[src/rtl/clock_pkg.sv]
// Shared types and widths for the clock display path: serializer FSM states
// and the display word width used by the decoder and the serializer.
package clock_pkg;

  typedef enum logic [1:0] {
    IDLE  = 2'd0,
    SH_LO = 2'd1,
    SH_HI = 2'd2,
    LATCH = 2'd3
  } ser_state_t;

  localparam int DISP_W = 24;

  // Cycles a single frame keeps busy high: two half-periods per bit plus the latch pulse.
  function automatic int frame_cycles(input int data_w, input int clk_div);
    return (2 * data_w + 1) * clk_div;
  endfunction

endpackage

[src/rtl/shreg_serializer.sv]
// Shifts display words MSB-first into chained 74HC595-style registers and latches them.
// Optional build macro: SHREG_BLANK_DURING_SHIFT_EN (blank OE# while a frame is shifting).
module shreg_serializer
  import clock_pkg::*;
#(
  parameter int DATA_W  = DISP_W,
  parameter int CLK_DIV = 4
) (
  input  logic              clk,
  input  logic              rst,
  input  logic [DATA_W-1:0] data,
  input  logic              d_valid,
  output logic              busy,
  output logic              overrun,
  output logic              ser_data,
  output logic              ser_clk,
  output logic              ser_latch,
  output logic              ser_oe_n
);

  localparam int DIV_W = $clog2(CLK_DIV + 1);
  localparam int CNT_W = (DATA_W > 1) ? $clog2(DATA_W) : 1;
  localparam logic [DIV_W-1:0] DIV_LOAD = DIV_W'(CLK_DIV - 1);
  localparam logic [CNT_W-1:0] CNT_LOAD = CNT_W'(DATA_W - 1);

  // Handshake: d_valid is a one-cycle strobe with no ready; data is only
  // sampled in that cycle. Words arriving while busy go to the pending slot.

  ser_state_t        r_state;
  logic [DIV_W-1:0]  r_div;
  logic [CNT_W-1:0]  r_bit_cnt;
  logic [DATA_W-1:0] r_shift;
  logic [DATA_W-1:0] r_pend;
  logic              r_pend_v;
  logic              r_armed;
  logic              r_busy;
  logic              r_overrun;
  logic              r_ser_data;
  logic              r_ser_clk;
  logic              r_ser_latch;
  logic              r_ser_oe_n;

  ser_state_t        w_state_nxt;
  logic [DIV_W-1:0]  w_div_nxt;
  logic [CNT_W-1:0]  w_bit_cnt_nxt;
  logic [DATA_W-1:0] w_shift_nxt;
  logic [DATA_W-1:0] w_pend_nxt;
  logic              w_pend_v_nxt;
  logic              w_armed_nxt;
  logic              w_overrun_nxt;
  logic              w_div_done;
  logic              w_shifting_nxt;
  logic              w_oe_n_nxt;

  assign w_div_done = (r_div == '0);

  always_ff @(posedge clk) begin
    if (rst) begin
      r_state   <= IDLE;
      r_div     <= '0;
      r_bit_cnt <= '0;
      r_shift   <= '0;
      r_pend    <= '0;
      r_pend_v  <= 1'b0;
      r_armed   <= 1'b0;
    end else begin
      r_state   <= w_state_nxt;
      r_div     <= w_div_nxt;
      r_bit_cnt <= w_bit_cnt_nxt;
      r_shift   <= w_shift_nxt;
      r_pend    <= w_pend_nxt;
      r_pend_v  <= w_pend_v_nxt;
      r_armed   <= w_armed_nxt;
    end
  end

  always_comb begin
    w_state_nxt   = r_state;
    w_div_nxt     = r_div;
    w_bit_cnt_nxt = r_bit_cnt;
    w_shift_nxt   = r_shift;
    w_pend_nxt    = r_pend;
    w_pend_v_nxt  = r_pend_v;
    w_armed_nxt   = r_armed;
    w_overrun_nxt = 1'b0;

    unique case (r_state)
      IDLE: begin
        // A fresh strobe beats an older pending word; the pending one is dropped.
        if (d_valid) begin
          w_shift_nxt   = data;
          w_bit_cnt_nxt = CNT_LOAD;
          w_div_nxt     = DIV_LOAD;
          w_pend_v_nxt  = 1'b0;
          w_state_nxt   = SH_LO;
        end else if (r_pend_v) begin
          w_shift_nxt   = r_pend;
          w_bit_cnt_nxt = CNT_LOAD;
          w_div_nxt     = DIV_LOAD;
          w_pend_v_nxt  = 1'b0;
          w_state_nxt   = SH_LO;
        end
      end
      SH_LO: begin
        if (w_div_done) begin
          w_div_nxt   = DIV_LOAD;
          w_state_nxt = SH_HI;
        end else begin
          w_div_nxt = r_div - DIV_W'(1);
        end
      end
      SH_HI: begin
        if (w_div_done) begin
          w_div_nxt = DIV_LOAD;
          if (r_bit_cnt == '0) begin
            w_state_nxt = LATCH;
          end else begin
            w_shift_nxt   = r_shift << 1;
            w_bit_cnt_nxt = r_bit_cnt - CNT_W'(1);
            w_state_nxt   = SH_LO;
          end
        end else begin
          w_div_nxt = r_div - DIV_W'(1);
        end
      end
      LATCH: begin
        if (w_div_done) begin
          w_armed_nxt = 1'b1;
          w_state_nxt = IDLE;
        end else begin
          w_div_nxt = r_div - DIV_W'(1);
        end
      end
      default: w_state_nxt = IDLE;
    endcase

    if ((r_state != IDLE) && d_valid) begin
      w_pend_nxt    = data;
      w_pend_v_nxt  = 1'b1;
      w_overrun_nxt = r_pend_v;
    end
  end

  // Outputs are decoded from the next state so they change on the same edge as the FSM.
  assign w_shifting_nxt = (w_state_nxt == SH_LO) || (w_state_nxt == SH_HI);

`ifdef SHREG_BLANK_DURING_SHIFT_EN
  assign w_oe_n_nxt = (w_state_nxt != IDLE) || !w_armed_nxt;
`else
  assign w_oe_n_nxt = !w_armed_nxt;
`endif

  always_ff @(posedge clk) begin
    if (rst) begin
      r_busy      <= 1'b0;
      r_overrun   <= 1'b0;
      r_ser_data  <= 1'b0;
      r_ser_clk   <= 1'b0;
      r_ser_latch <= 1'b0;
      r_ser_oe_n  <= 1'b1;
    end else begin
      r_busy      <= (w_state_nxt != IDLE);
      r_overrun   <= w_overrun_nxt;
      r_ser_data  <= w_shifting_nxt ? w_shift_nxt[DATA_W-1] : 1'b0;
      r_ser_clk   <= (w_state_nxt == SH_HI);
      r_ser_latch <= (w_state_nxt == LATCH);
      r_ser_oe_n  <= w_oe_n_nxt;
    end
  end

  assign busy      = r_busy;
  assign overrun   = r_overrun;
  assign ser_data  = r_ser_data;
  assign ser_clk   = r_ser_clk;
  assign ser_latch = r_ser_latch;
  assign ser_oe_n  = r_ser_oe_n;

endmodule

[config.mk]
export PLATFORM = sky130hd
export DESIGN_NAME = shreg_serializer
export DESIGN_NICKNAME = d
export VERILOG_FILES = /design/src/rtl/clock_pkg.sv /design/src/rtl/shreg_serializer.sv
export SDC_FILE = /design/constraint.sdc
export NUM_CORES = 1
export LEC_CHECK = 0
export CAP_MARGIN = 20
export CORE_ASPECT_RATIO = 0.8
export CORE_MARGIN = 8
export CORE_UTILIZATION = 55
export DETAILED_ROUTE_END_ITERATION = 12
export PLACE_DENSITY = 0.78
export REMOVE_ABC_BUFFERS = 1
export SLEW_MARGIN = 25
export SYNTH_ARGS = -nofsm -noshare
export SYNTH_HDL_FRONTEND = slang
export SYNTH_SLANG_ARGS = --single-unit
[constraint.sdc]
create_clock -name clk -period 2.4 [get_ports clk]
set_clock_uncertainty 0.2 [all_clocks]
set_input_delay 0.6 -clock clk [delete_from_list [all_inputs] [get_ports clk]]
set_output_delay 0.6 -clock clk [all_outputs]
set_load 0.01 [all_outputs]
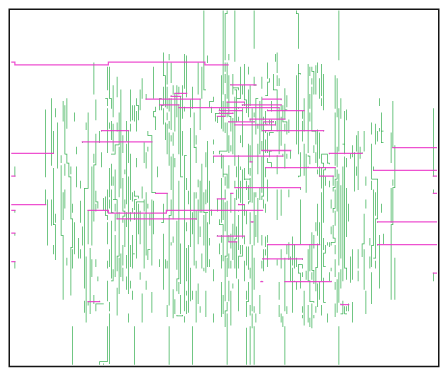
Figure 1: run 1, signal wires by layer.
Only two layers are drawn.
legend:
  metal 2:
    colour: green
    wire_length: 3,650 um
  metal 3:
    colour: magenta
    wire_length: 464 um
DR WL/cell: 15.8 um
Via Count: 2,926
Total GRT Usage: 19.2%
total wire length: 7970 um

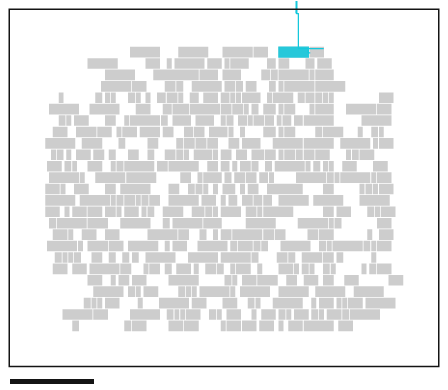
Figure 2: run 1, I/O nets highlighted.
Bar = 20 um.
legend:
  ser_latch:
    colour: cyan
    bits: 1
    direction: output
    edge: top
    end_cells: 1
    buffers: 1
    wire: 16.6 um
input/output buffers: 32
Top Ports: 33

==> out/qor.csv, run 1 <==
stage,metric,value,unit
pwr,p_leak,1.47,nW
pwr,pg_clk,0.956,mW
min_path,hold_class,reg -> reg,
layout,regArea,1320,um2
synthesis,synth_area,3260,um2
worst_setup_path,r2r_end,r_bit_cnt[3],
die,coreArea,5820,um2
clocking,cts-hold-fix-buffers,0,
final_timing,setup_tns,0,ns
layout,flops,66,
layout,final_area,3930,um2
synthesis,yosys_cells,388,
worst_setup_path,r2r_setup_slack,0.16,ns
layout,area_growth_syn_to_layout,20.5,%
final_timing,fin_ws,0.161,ns
min_path,worstHoldEndpoint,r_pend[3],
drt,drc,0,
final_timing,clock.fmax,447,MHz
synthesis,synth.cellmix.compoundShare,26.2,%
layout,final_util,67.5,%
layout,logic_area,1750,um2
synthesis,yosysSeqAreaShare,40.6,%
global_routing,grt_pass1_wl,13500,um
min_path,hold_depth,2,
pwr,p_int,2.02,mW
synthesis,syn-instance-count,388,
synthesis,top_area_share,40.6,%
worst_setup_path,critical_path_required,2.46,ns
placement,dp_slack,0.197,ns
min_path,min_from,r_pend[3],
layout,drive_above_1_share,11.1,%
clocking,clk_path_buf_depth,2,
synthesis,topCellsByArea,"dfxtp_1 (41%), nand2_1 (8.9%), a21oi_1 (8.6%)",
worst_setup_path,path_buffers,1,
layout,n_all_inverters,12,
drt,ant_nets,0,
synthesis,synth_area_leader_cell,dfxtp_1,
clocking,htreeDepth,3,
global_routing,overflow,0,
pwr,switchingPower,0.872,mW
clocking,cts_resized,0,
layout,signal_buffers,53,
outcome,status,finished clean,
die,dieHeight,84.8,um
layout,clkCellAreaFrac,5.19,%
layout,nClkBuffers,11,
synthesis,ys_sh_simple,15.9,%
worst_setup_path,r2r-start,r_state[0],
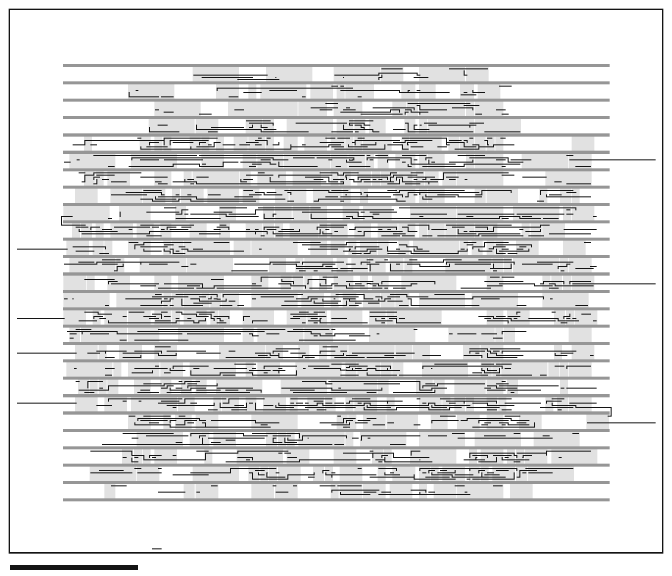
Figure 3: run 1, the metal 1 layer.
Bar = 20 um. Supply wires on this layer in grey.
nets with wire on the layer: 420
wire length on this layer: 3,770 um
share of all routed wire: 47%
longest straight run: 35.9 um

==> run 1: synth_stat cells <==
cell and count:
nand2_1 77, dfxtp_1 66, a21oi_1 56, a211oi_1 23, mux2i_1 23, o32a_1 22, clkbuf_1 20, nor2_1 13
inv_1 12, buf_2 11, ha_1 11, nor2b_1 6, a21o_1 4, nor3_1 4, o21ai_1 4, o31ai_1 4
a31oi_1 3, buf_1 3, or2_2 3, or4_1 3, nand2b_1 2, o2111ai_1 2, o22ai_1 2, a211oi_2 1
a311oi_1 1, mux2_2 1, nand3_1 1, nor3b_1 1, nor3b_2 1, nor4b_1 1, nor4b_4 1, o211ai_1 1
o21a_1 1, o21a_2 1, o21ai_0 1, or2_1 1, or3_1 1
==> run 1: routing by layer <==
metal | vias up | track usage, % | wire, um | part of all wire [%]
met5 | - | 0 | 0 | 0
met3 | 9 | 5.23 | 464 | 5.8
li1 | 1457 | - | - | -
met2 | 100 | 29.2 | 3650 | 46
met1 | 1360 | 25.1 | 3770 | 47
met4 | 0 | 7.05 | 89 | 1.1
==> run 1: layout by cell type, fill, tap and decap left out, types with 6 or more instances in the layout <==
cell             count
nand2_1             77
nor2_1              13
mux2i_1             23
ha_1                11
inv_1               12
a211oi_1            23
buf_4               18
clkbuf_8            11
nor2b_1              6
clkdlybuf4s50_1     30
dfxtp_1             66
o32a_1              22
a21oi_1             56
==> run 1: worst max-delay path by stage <==
stage	cells after the start	slack (ns)	to	from
after global placement	5	0.30	r_bit_cnt[3]	d_valid
after floorplan	6	-0.38	r_bit_cnt[1]	r_state[0]
after global routing	7	0.06	ser_data	r_state[0]
final	6	0.16	r_bit_cnt[3]	r_state[0]
after detailed placement	6	0.20	r_bit_cnt[3]	r_state[0]
after CTS	6	0.18	r_bit_cnt[3]	r_state[0]
--- run 2 (diff from run 1) ---
--- a/config.mk
+++ b/config.mk
@@ -6,9 +6,10 @@
 export NUM_CORES = 1
 export LEC_CHECK = 0
 export CAP_MARGIN = 20
-export CORE_ASPECT_RATIO = 0.8
+export CORE_ASPECT_RATIO = 1.25
 export CORE_MARGIN = 8
 export CORE_UTILIZATION = 55
+export CTS_CLUSTER_SIZE = 25
 export DETAILED_ROUTE_END_ITERATION = 12
 export PLACE_DENSITY = 0.78
 export REMOVE_ABC_BUFFERS = 1
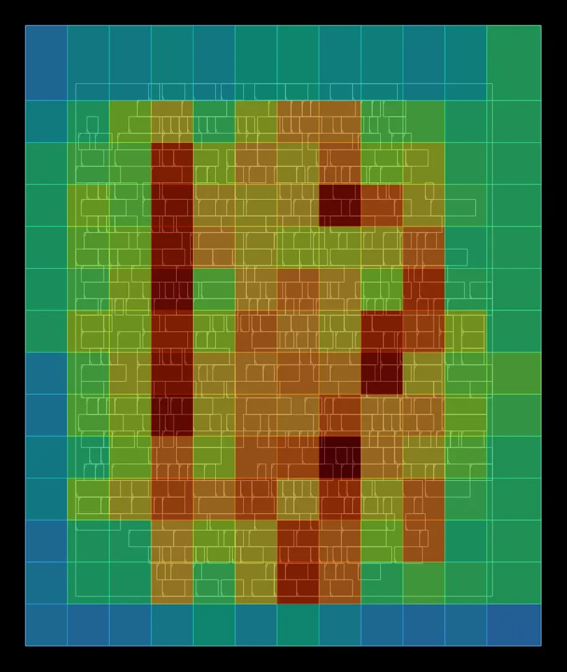
Figure 4: run 2, routing congestion map.
busiest layer in global routing: met2
grt met2 use: 34.0%
Final Core Density: 68.1%
DR WL/cell: 15.7 um

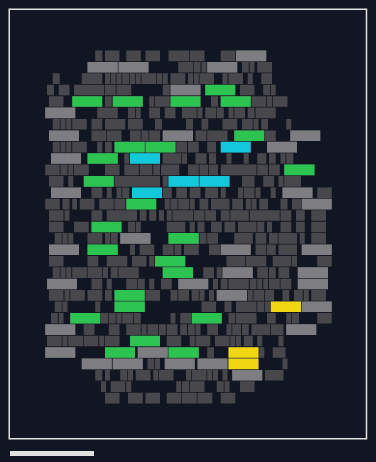
Figure 5: run 2, register map, names as in the netlist.
Bar = 20 um. Other sequential cells in the stronger grey, the rest of the logic in the fainter grey.
legend:
  r_shift:
    colour: green
    sequential_cells: 24
  r_div:
    colour: yellow
    sequential_cells: 3
  r_bit_cnt:
    colour: cyan
    sequential_cells: 5
    where: middle
P_seq: 1.26 mW
flop share of the area: 33.6%
sequential cell area: 1320 um2

==> out/qor.csv, run 2 <==
stage,metric,value,unit
worst_setup_path,critical_path_required,2.46,ns
layout,nets,458,
synthesis,synth_area,3260,um2
placement,hpwlAfterDp,5170,um
final_timing,fin_ws,0.201,ns
synthesis,topCellsByArea,"dfxtp_1 (41%), nand2_1 (8.9%), a21oi_1 (8.6%)",
synthesis,yosys.cell_count.top_type,nand2_1,
pwr,p_int,2.09,mW
synthesis,common_cells,"nand2_1 (77), dfxtp_1 (66), a21oi_1 (56)",
synthesis,yosysSeqAreaShare,40.6,%
layout,final_area,3940,um2
drt,drc,0,
worst_setup_path,startpoint,r_state[0],
placement,dp_slack,0.221,ns
min_path,hold_class,reg -> reg,
final_timing,clock.fmax,455,MHz
min_path,min_from,r_pend[13],
placement,io_buffers,32,
synthesis,top_area_share,40.6,%
layout,drive_above_1_share,11.1,%
synthesis,ys_types,37,
layout,logic_area,1750,um2
global_routing,grt_pass1_wl,13600,um
layout,area_growth_syn_to_layout,20.8,%
clocking,clk_path_buf_depth,2,
clocking,htreeDepth,3,
outcome,status,finished clean,
layout,final_common_cell,nand2_1,
layout,final_cell_mix,"nand2_1 (77), dfxtp_1 (66), a21oi_1 (56), clkdlybuf4s50_1 (30)",
worst_setup_path,r2r-start,r_state[0],
synthesis,yosys_cells,388,
synthesis,flop_cell,dfxtp_1,
pwr,p_leak,1.48,nW
clocking,insertion_delay,0.34,ns
clocking,cts_sinks,66,
worst_setup_path,end_kind,flop,
synthesis,edf_count,0,
drt,finalWirelength,7700,um
global_routing,overflow,0,
final_timing,setup_tns,0,ns
global_routing,track_usage,19.3,%
die,coreArea,5780,um2
die,dieHeight,102,um
final_timing,finalSetupViolCount,0,
## run 2: cell counts after synthesis
No cell type changed its count.
## run 2: metal layers
| layer | GRT usage, % | up-vias | share of wire, % |
|---|---|---|---|
| li1 | - | 1458 | - |
| met2 | 34.0 | 99 | 49 |
| met3 | 4.10 | 11 | 5.8 |
| met5 | 0 | - | 0 |
| met4 | 8.52 | 0 | 1.5 |
| met1 | 22.1 | 1394 | 43 |
## run 2: path summary, 6_finish.rpt
kind,to,slack [ns],cells after the start
worst max-delay path,r_bit_cnt[3],0.20,6
worst min-delay path,r_pend[13],0.25,2
worst max register to register,r_bit_cnt[3],0.20,6
worst min register to register,r_pend[13],0.25,2
## run 2: worst max-delay path: cells and delay by family (launching register included)
family / cells / cell delay [ns]
fa+ha+maj: 1 / 0.22
compound gates: 1 / 0.22
buf+inv: 1 / 0.09
simple gates: 3 / 0.97
flops: 1 / 0.41
## run 2: power groups by stage
stage,clock network (mW),registers (mW),logic (mW)
finish,0.998,1.26,0.665
global route,1.05,1.27,0.741
CTS,1.00,1.26,0.664
detailed placement,0,1.29,0.658
global placement,0,1.28,0.641
floorplan,0,1.27,0.392
## run 2: cell type report
cell class                      count  share of cell area [%]
Clock inverter                      1                   0.763
Timing Repair Buffer               55                    13.2
Clock buffer                       15                    4.74
Sequential cell                    66                    33.6
Multi-Input combinational cell    276                    44.5
Tap cell                           66                    2.10
Inverter                           12                    1.14
## run 2: logic make-up (layout without fill, tap and decap cells)
family	count (synthesis)	count (layout)	share of synthesized area [%]
simple gates	115	115	15.9
fa+ha+maj	11	11	4.22
compound gates	126	126	26.2
buf+inv	46	83	5.72
mux	24	24	7.41
flops	66	66	40.6
Power is estimated from default activity; no workload was simulated.
